--- src/rtl/dm_access_unit.sv ---
// Data-memory stage access unit: turns load/store control into a valid/ready bus request,
// aligns/extends load data and stalls the pipeline while an access is outstanding.
// Optional `DM_MISALIGN_TRAP_EN adds a misalign output and suppresses misaligned requests.
module dm_access_unit #(
  parameter int XLEN = 32
) (
  input  logic              clk,
  input  logic              reset,
  input  logic              m_valid,
  input  logic              m_mem_read,
  input  logic              m_mem_write,
  input  logic [2:0]        m_funct3,
  input  logic [XLEN-1:0]   m_addr,
  input  logic [XLEN-1:0]   m_wdata,
  input  logic [XLEN-1:0]   m_alu_result,
  output logic [XLEN-1:0]   m_dataout,
  output logic              stall,
  output logic              dbus_req_valid,
  input  logic              dbus_req_ready,
  output logic              dbus_we,
  output logic [XLEN-1:0]   dbus_addr,
  output logic [XLEN/8-1:0] dbus_be,
  output logic [XLEN-1:0]   dbus_wdata,
  input  logic              dbus_rsp_valid,
  input  logic [XLEN-1:0]   dbus_rdata
`ifdef DM_MISALIGN_TRAP_EN
  ,
  output logic              misalign
`endif
);

  typedef enum logic [1:0] {IDLE, REQ, WAIT_RSP, DONE} state_t;

  state_t          state;
  state_t          state_next;
  logic [XLEN-1:0] result_q;
  logic [XLEN-1:0] load_value;
  logic [7:0]      load_byte;
  logic [15:0]     load_half;
  logic            mem_op;
  logic            is_byte;
  logic            is_half;
  logic            trap;

  assign mem_op    = m_valid & (m_mem_read | m_mem_write);
  assign dbus_we   = m_mem_write;
  assign dbus_addr = {m_addr[XLEN-1:2], 2'b00};

  // Stores size on the exact funct3 code; loads ignore the unsigned bit.
  assign is_byte = m_mem_write ? (m_funct3 == 3'b000) : (m_funct3[1:0] == 2'b00);
  assign is_half = m_mem_write ? (m_funct3 == 3'b001) : (m_funct3[1:0] == 2'b01);

`ifdef DM_MISALIGN_TRAP_EN
  logic is_word;
  logic misalign_q;

  assign is_word = !is_byte && !is_half;
  assign trap    = (is_half & m_addr[0]) | (is_word & (m_addr[1:0] != 2'b00));

  // High only for the DONE cycle entered straight from IDLE on a trap.
  always_ff @(posedge clk or posedge reset) begin
    if (reset) misalign_q <= 1'b0;
    else       misalign_q <= (state == IDLE) && mem_op && trap;
  end

  assign misalign = misalign_q;
`else
  assign trap = 1'b0;
`endif

  always_comb begin
    dbus_be    = 4'b1111;
    dbus_wdata = m_wdata;
    if (m_mem_write) begin
      if (is_byte) begin
        dbus_be    = 4'b0001 << m_addr[1:0];
        dbus_wdata = {4{m_wdata[7:0]}};
      end else if (is_half) begin
        dbus_be    = 4'b0011 << {m_addr[1], 1'b0};
        dbus_wdata = {2{m_wdata[15:0]}};
      end
    end
  end

  always_comb begin
    load_byte = dbus_rdata[7:0];
    case (m_addr[1:0])
      2'b00:   load_byte = dbus_rdata[7:0];
      2'b01:   load_byte = dbus_rdata[15:8];
      2'b10:   load_byte = dbus_rdata[23:16];
      default: load_byte = dbus_rdata[31:24];
    endcase
    load_half = m_addr[1] ? dbus_rdata[31:16] : dbus_rdata[15:0];
    case (m_funct3)
      3'b000:  load_value = {{24{load_byte[7]}}, load_byte};
      3'b001:  load_value = {{16{load_half[15]}}, load_half};
      3'b100:  load_value = {24'b0, load_byte};
      3'b101:  load_value = {16'b0, load_half};
      default: load_value = dbus_rdata;
    endcase
  end

  always_ff @(posedge clk or posedge reset) begin
    if (reset) state <= IDLE;
    else       state <= state_next;
  end

  always_comb begin
    state_next = state;
    case (state)
      IDLE:     if (mem_op) state_next = trap ? DONE : REQ;
      REQ:      if (dbus_req_ready) state_next = WAIT_RSP;
      WAIT_RSP: if (dbus_rsp_valid) state_next = DONE;
      DONE:     state_next = IDLE;
      default:  state_next = IDLE;
    endcase
  end

  always_comb begin
    stall          = 1'b0;
    dbus_req_valid = 1'b0;
    m_dataout      = m_alu_result;
    case (state)
      IDLE:     stall = mem_op;
      REQ: begin
        stall          = 1'b1;
        dbus_req_valid = 1'b1;
      end
      WAIT_RSP: stall = 1'b1;
      DONE:     m_dataout = result_q;
      default:  stall = 1'b0;
    endcase
  end

  // Stores and trapped accesses hand a zero to the DM/WB register.
  always_ff @(posedge clk or posedge reset) begin
    if (reset)
      result_q <= '0;
    else if (state == WAIT_RSP && dbus_rsp_valid)
      result_q <= m_mem_write ? '0 : load_value;
    else if (state == IDLE && mem_op && trap)
      result_q <= '0;
  end

endmodule

--- config.mk ---
export PLATFORM = sky130hd
export DESIGN_NAME = dm_access_unit
export DESIGN_NICKNAME = d
export VERILOG_FILES = /design/src/rtl/dm_access_unit.sv
export SDC_FILE = /design/constraint.sdc
export NUM_CORES = 1
export LEC_CHECK = 0
export CORE_UTILIZATION = 37
export DETAILED_ROUTE_END_ITERATION = 8
export MAX_ROUTING_LAYER = met4
export PLACE_DENSITY = 0.88
export SYNTH_ARGS = -nofsm -noshare
export SYNTH_HDL_FRONTEND = slang
export SYNTH_SLANG_ARGS = --single-unit
--- constraint.sdc ---
create_clock -name clk -period 3.87 [get_ports clk]
set_clock_uncertainty 0.05 [all_clocks]
set_input_delay 0.5805 -clock clk [delete_from_list [all_inputs] [get_ports clk]]
set_output_delay 0.5805 -clock clk [all_outputs]
set_load 0.03 [all_outputs]
Run 1, a small window of the routed layout:
Region (60, 60) to (80, 80) microns. Cells in gray, sequential cells in the stronger gray; small squares are vias.
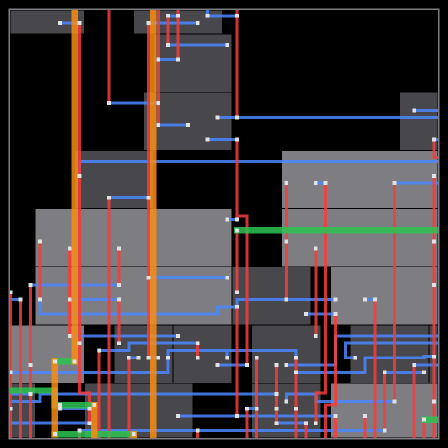
- red: metal 2
- blue: metal 1
- green: metal 3
- orange: metal 4
- cells with their middle in the window: 16
- sequential cells in the window: 6
- netlist names of flops here include: result_q (6)
- most frequent: dfrtp_1 (6), clkdlybuf4s50_1 (4)

Run 1, wires at chosen ports, followed through buffers:
Scale: 4 px per micron.
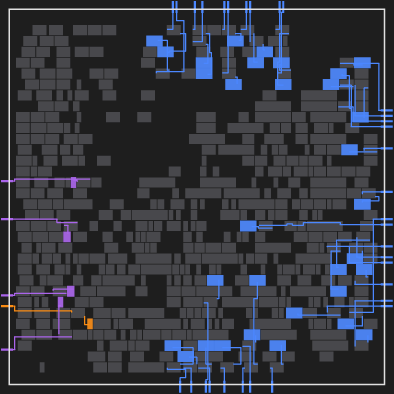
- purple: dbus_be (bits 4; direction output; end cells 4; buffers 4; wire 86.7 microns)
- blue: m_alu_result (bits 32; direction input; end cells 32; buffers 32; wire 635 microns)
- orange: dbus_req_ready (bits 1; direction input; end cells 1; buffers 1; wire 19.6 microns)
I/O pin count: 241
I/O Buffers: 178

==> flow_summary.ini, run 1 <==
; synthesis and place-and-route metrics
[synth]
top_area_share_pct = 27.5
ys_sh_xor_pct = 0
yosysMostFrequentCell = buf_4
ys_cells = 347
adder_share_pct = 2.02
ys.flops = 34
common_cells = buf_4, mux2_2, dfrtp_1
postSynthSeqShare_pct = 27.5

[place]
gp_congestion = 0.930
dp_hpwl_microns = 8810

[clock_tree]
cts_tree = built
htreeDepth = 2
cts_resized = 0

[setup_path]
start_kind = input port
path_common_cell = clkdlybuf4s50_1
critPathArrivalTime_ps = 2690
required_ps = 3240
end_kind = output pin
rr_worst_depth = 6
worstPathMaxFanout = 8

[power]
power_density_nw_per_um2 = 504

[grt]
grt_max_degree = 35
grt.total_usage_pct = 25.4
overflow = 0
grt_first_pass_wirelength_microns = 16300

[layout]
diodes = 0
fin_nets = 619

[min_path]
min_path_type = flop to flop
hold_end = result_q[21]

[floorplanning]
core_area_sq_um = 7890

[timing]
setup_slack_ps = 547
worst_pin_slew_ps = 917

[detailed_routing]
dr_total_vias = 3131

[flow_run]
maxCapViolCount = 0

[run_status]
status = completed
Run 1, clock routing:
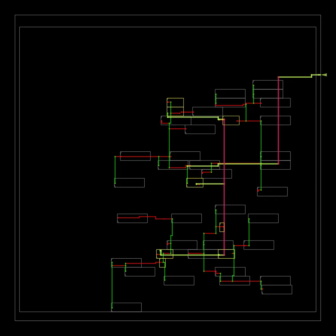
Sinks on Clock Net: 34
clk_lat worst skew: 290 ps
clock buffer count: 7
flop count: 34
Num CTS Buffers: 5

## run 1: registers in the layout, summed over array words and instances, names as in the netlist
signal and count:
result_q 32, state 2
## run 1: through the flow
step	instances	power (mW)	area (sq um)	util, %	hold WS (ps)
floorplan	348	1.60	3100	-	393
global placement	571	2.09	4650	58.9	410
detailed placement	571	2.13	4650	58.9	416
CTS	579	2.41	4740	60.1	434
global route	579	2.53	4740	60.1	445
finish	579	2.39	4740	60.1	428
## run 1: worst max path at each step
stage,startpoint,to,slack (ps),cells past startpoint
floorplan,m_funct3[0],dbus_be[1],1360,4
global placement,m_mem_write,dbus_wdata[16],610,5
detailed placement,m_mem_write,dbus_wdata[11],530,6
CTS,m_mem_write,dbus_wdata[11],520,6
global route,m_mem_write,dbus_wdata[20],470,5
finish,m_mem_write,dbus_wdata[11],550,6
## run 1: power breakdown
group | switching [mW] | internal [mW] | total, mW
sequential | 0.0950 | 0.510 | 0.605
clock | 0.127 | 0.143 | 0.271
combinational | 0.797 | 0.713 | 1.51
total | 1.02 | 1.37 | 2.39
## run 1: final cells by class
type                            instances  area (sq um)  area share [%]
Tap cell                              102           128            2.69
Inverter                               10          37.5           0.792
Clock buffer                            7          86.3            1.82
Timing Repair Buffer                  187          1850            39.0
Multi-Input combinational cell        238          1780            37.6
Sequential cell                        34           851            18.0
Clock inverter                          1          5.00           0.106
## run 1: cell usage in the layout (no fill, tap or decap), types with 3 or more instances in the layout
cell,instances
clkdlybuf4s50_1,173
mux2_2,35
dfrtp_1,34
nand2_1,31
nor2_1,27
mux2i_1,15
a21oi_1,15
mux2_1,15
o21ai_0,14
buf_4,13
o21ai_1,12
o22ai_1,11
o21ai_2,10
inv_1,9
clkbuf_8,6
a22o_1,5
a221oi_1,5
ha_1,5
a2bb2oi_1,4
a21o_1,4
nand2b_1,3
## run 1: kinds of logic after synthesis
family                   count (synthesis)
AND-OR/OR-AND                           91
flip-flops                              34
adder cells (fa/ha/maj)                  5
other                                    1
multiplexers                            67
AND/OR/NAND/NOR                         73
buffers and inverters                   76
## run 1: routing by layer
metal	track usage (%)	up-vias	part of all wire [%]
met1	27.7	1474	37
met2	43.9	183	50
li1	-	1445	-
met4	8.85	0	2.5
met5	-	-	0
met3	7.80	29	10
## run 1: worst max-delay path: cells and delay by family
family	cells	cell delay [ps]
buf+inv	3	1360
simple gates	2	410
mux	1	330
Run 1, signal wires on met2:
Scale: 4 px per micron. Cells faint in the background.
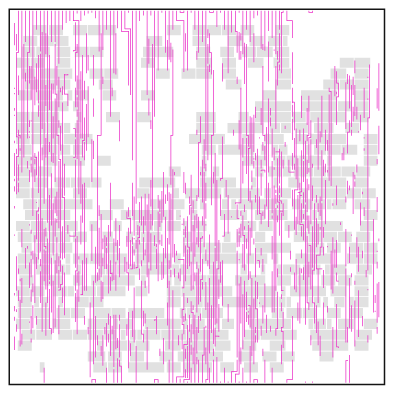

--- run 2 (diff from run 1) ---
--- a/config.mk
+++ b/config.mk
@@ -5,7 +5,9 @@
 export SDC_FILE = /design/constraint.sdc
 export NUM_CORES = 1
 export LEC_CHECK = 0
+export CAP_MARGIN = 10
 export CORE_UTILIZATION = 37
+export CTS_BUF_LIST = sky130_fd_sc_hd__clkbuf_16
 export DETAILED_ROUTE_END_ITERATION = 8
 export MAX_ROUTING_LAYER = met4
 export PLACE_DENSITY = 0.88
Run 2, signal wires on met2:
Scale: 4 px per micron. Cells faint in the background.
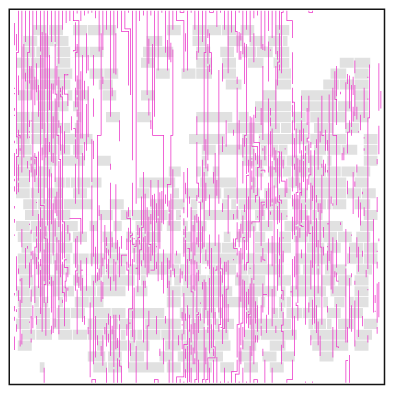
- main direction: vertical
- longest straight run: 53.6 microns
- share of all routed wire: 51%
- nets with wire on the layer: 544
DR vias: 3091
Total Wirelength: 11200 microns
met2 Usage GRT: 44.3%

==> run 2 against run 1 <==
Effect of this change: sequential cell count stayed put; synthesized cell count stayed put; cell count unchanged; via count decreased by 1.3%; total power grew 4.2%; die area stayed put.
==> flow_summary.ini, run 2 <==
; synthesis and place-and-route metrics
[clock_tree]
cts_resized = 0
clk_latency_ps = 270

[power]
finalPower_mw = 2.49
power_density_nw_per_um2 = 520

[timing]
holdWs_ps = 427
worst_pin_slew_ps = 898

[place]
dp_hpwl_microns = 8810
portBuffers = 178

[synth]
postSynthSeqShare_pct = 27.5
ys.flops = 34
top_area_share_pct = 27.5
yosysMostFrequentCell = buf_4

[layout]
final_cell_mix = clkdlybuf4s50_1, mux2_2, dfrtp_1, nand2_1, nor2_1
largest_reg_flops = 32
fin_nets = 619

[setup_path]
worstPathMaxFanout = 8
critPathArrivalTime_ps = 2690
path_common_cell = clkdlybuf4s50_1

[run_status]
status = completed

[floorplanning]
core_area_sq_um = 7890

[min_path]
min_path_type = flop to flop

[flow_run]
maxCapViolCount = 0

[grt]
grt.total_usage_pct = 25.5
[run 2: cell types whose count changed in the layout (fill, tap and decap cells not counted)]
cell	previous run	this run
clkbuf_8	6	0
clkbuf_16	0	5
clkbuf_1	1	0
clkinv_1	0	1
inv_1	9	10
[run 2: cells by family after synthesis]
| kind of cell | count (synthesis) | share of synthesized area, % |
|---|---|---|
| multiplexers | 67 | 24.2 |
| buffers and inverters | 76 | 15.2 |
| AND-OR/OR-AND | 91 | 20.3 |
| flip-flops | 34 | 27.5 |
| other | 1 | 0.121 |
| AND/OR/NAND/NOR | 73 | 10.6 |
| adder cells (fa/ha/maj) | 5 | 2.02 |
[run 2: layout make-up]
cell class                      instances  area [sq um]
Clock buffer                            5           125
Clock inverter                          3          12.5
Fill cell                             682          3100
Inverter                               10          37.5
Multi-Input combinational cell        238          1780
Sequential cell                        34           851
Tap cell                              102           128
Timing Repair Buffer                  187          1850
[run 2: final timing paths]
kind                              start              to  slack [ps]  cells after the start
max                         m_mem_write  dbus_wdata[11]         550                      6
min                        result_q[20]    result_q[20]         430                      2
max reg2reg                    state[0]     result_q[4]        1880                      6
min reg2reg                result_q[20]    result_q[20]         430                      2
max in group asynchronous         reset    result_q[10]        2790                      3
min in group asynchronous         reset    result_q[20]         660                      3
[run 2: layer usage]
metal  GRT usage, %  vias up  part of all wire (%)
met1           27.7     1458                    37
met4           8.85        0                   2.4
li1               -     1440                     -
met5              -        -                     0
met2           44.3      169                    51
met3           7.40       24                   9.7
[run 2: report_power, final]
part	total (mW)	switching [mW]	internal, mW
Combinational	1.51	0.798	0.713
Clock	0.369	0.137	0.232
Sequential	0.605	0.0944	0.511
Total	2.49	1.03	1.46
[run 2: worst reg2reg max path: stages (launching register included)]
cell and delay [ps]:
dfrtp_1 410, inv_1 120, ha_1 220, and3b_1 510
o21ai_0 170, a221oi_1 320, a21o_1 130
--- run 3 (diff from run 2) ---
--- a/config.mk
+++ b/config.mk
@@ -11,6 +11,7 @@
 export DETAILED_ROUTE_END_ITERATION = 8
 export MAX_ROUTING_LAYER = met4
 export PLACE_DENSITY = 0.88
+export SETUP_SLACK_MARGIN = 0.02
 export SYNTH_ARGS = -nofsm -noshare
 export SYNTH_HDL_FRONTEND = slang
 export SYNTH_SLANG_ARGS = --single-unit
Run 3, signal wires by layer:
Scale: 6 px per micron. Only two layers are drawn.
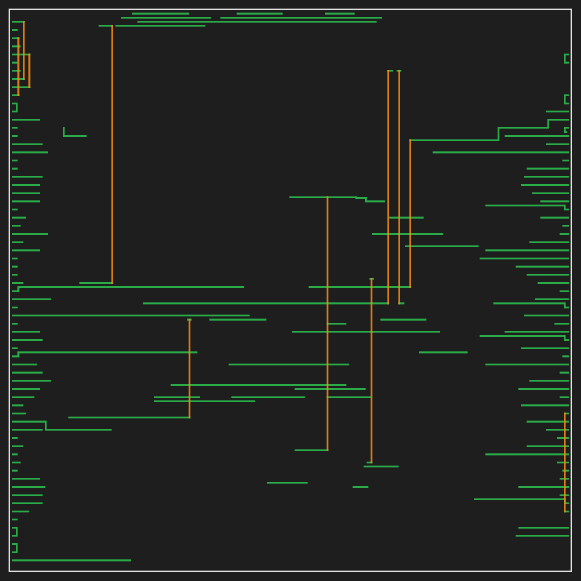
- green: metal 3 (wire length 1100 microns)
- orange: metal 4 (wire length 275 microns)
GRT Util Overall: 25.5%
DR WL/cell: 19.4 microns

==> run 3 against run 2 <==
Effect of this change: hold slack did not move; register-to-register slack about the same; fmax did not move; total power did not move; utilization is the same; largest cell class unchanged.
==> flow_summary.ini, run 3 <==
; synthesis and place-and-route metrics
[synth]
yosysMostFrequentCell = buf_4
ys_cells = 347
common_cells = buf_4, mux2_2, dfrtp_1

[power]
comb_power_share_pct = 60.8
p_sw_share_pct = 41.4
seq_power_share_pct = 24.3
intPower_mw = 1.46

[layout]
top_register = result_q
largestRegisters = result_q (32), state (2)
comb_area_sq_um = 1780

[floorplanning]
core_area_sq_um = 7890

[detailed_routing]
dr_total_vias = 3091

[grt]
met2_usage_pct = 44.3
grt_first_pass_wirelength_microns = 16400

[setup_path]
required_ps = 3240
end_kind = output pin

[timing]
worst_pin_slew_ps = 898
holdWs_ps = 427

[run_status]
status = completed

[clock_tree]
cts_sinks = 34
htreeDepth = 2

[min_path]
min_path_type = flop to flop
-- run 3: final cells by class --
cell class	instances	area share, %
clock buffer	5	2.62
clock inverter	3	0.262
inverter	10	0.785
multi-input combinational	238	37.2
sequential	34	17.8
tap	102	2.67
timing repair buffer	187	38.7
-- run 3: power by group through the flow --
stage	clock network (mW)	registers, mW	logic [mW]
2_1_floorplan	0	0.569	1.03
3_3_place_gp	0	0.611	1.48
3_5_place_dp	0	0.613	1.52
4_1_cts	0.376	0.607	1.52
5_1_grt	0.394	0.623	1.61
6_report	0.369	0.605	1.51
-- run 3: cell families (layout without fill, tap and decap cells) --
| family | after synthesis | in the layout | synth area share, % |
|---|---|---|---|
| fa+ha+maj | 5 | 5 | 2.02 |
| buf+inv | 76 | 205 | 15.2 |
| mux | 67 | 67 | 24.2 |
| other cells | 1 | 2 | 0.121 |
| simple gates | 73 | 73 | 10.6 |
| flops | 34 | 34 | 27.5 |
| compound gates | 91 | 91 | 20.3 |
-- run 3: path summary, 6_finish.rpt --
| kind | to | slack (ps) | startpoint | depth (start not counted) |
|---|---|---|---|---|
| max | dbus_wdata[11] | 550 | m_mem_write | 6 |
| min | result_q[20] | 430 | result_q[20] | 2 |
| max reg2reg | result_q[4] | 1880 | state[0] | 6 |
| min reg2reg | result_q[20] | 430 | result_q[20] | 2 |
| max in group asynchronous | result_q[10] | 2790 | reset | 3 |
| min in group asynchronous | result_q[20] | 660 | reset | 3 |
-- run 3: through the flow --
stage	cell area (sq um)	setup slack, ps	utilization [%]
6_report	4780	549	60.7
2_1_floorplan	3100	1360	-
3_5_place_dp	4650	534	58.9
5_1_grt	4780	468	60.7
4_1_cts	4780	521	60.7
3_3_place_gp	4650	613	58.9
-- run 3: routing by layer --
| metal | up-vias | wire, microns |
|---|---|---|
| met5 | - | 0 |
| met4 | 0 | 274 |
| met3 | 24 | 1100 |
| met2 | 169 | 5740 |
| met1 | 1458 | 4130 |
| li1 | 1440 | - |
-- run 3: worst max-delay path, stage by stage --
cell and delay, ps:
clkdlybuf4s50_1 570, nor3b_2 230, nor2b_1 180, buf_4 190, mux2_1 330, clkdlybuf4s50_1 600
No activity file was given, so power comes from the tool's default toggle rates.
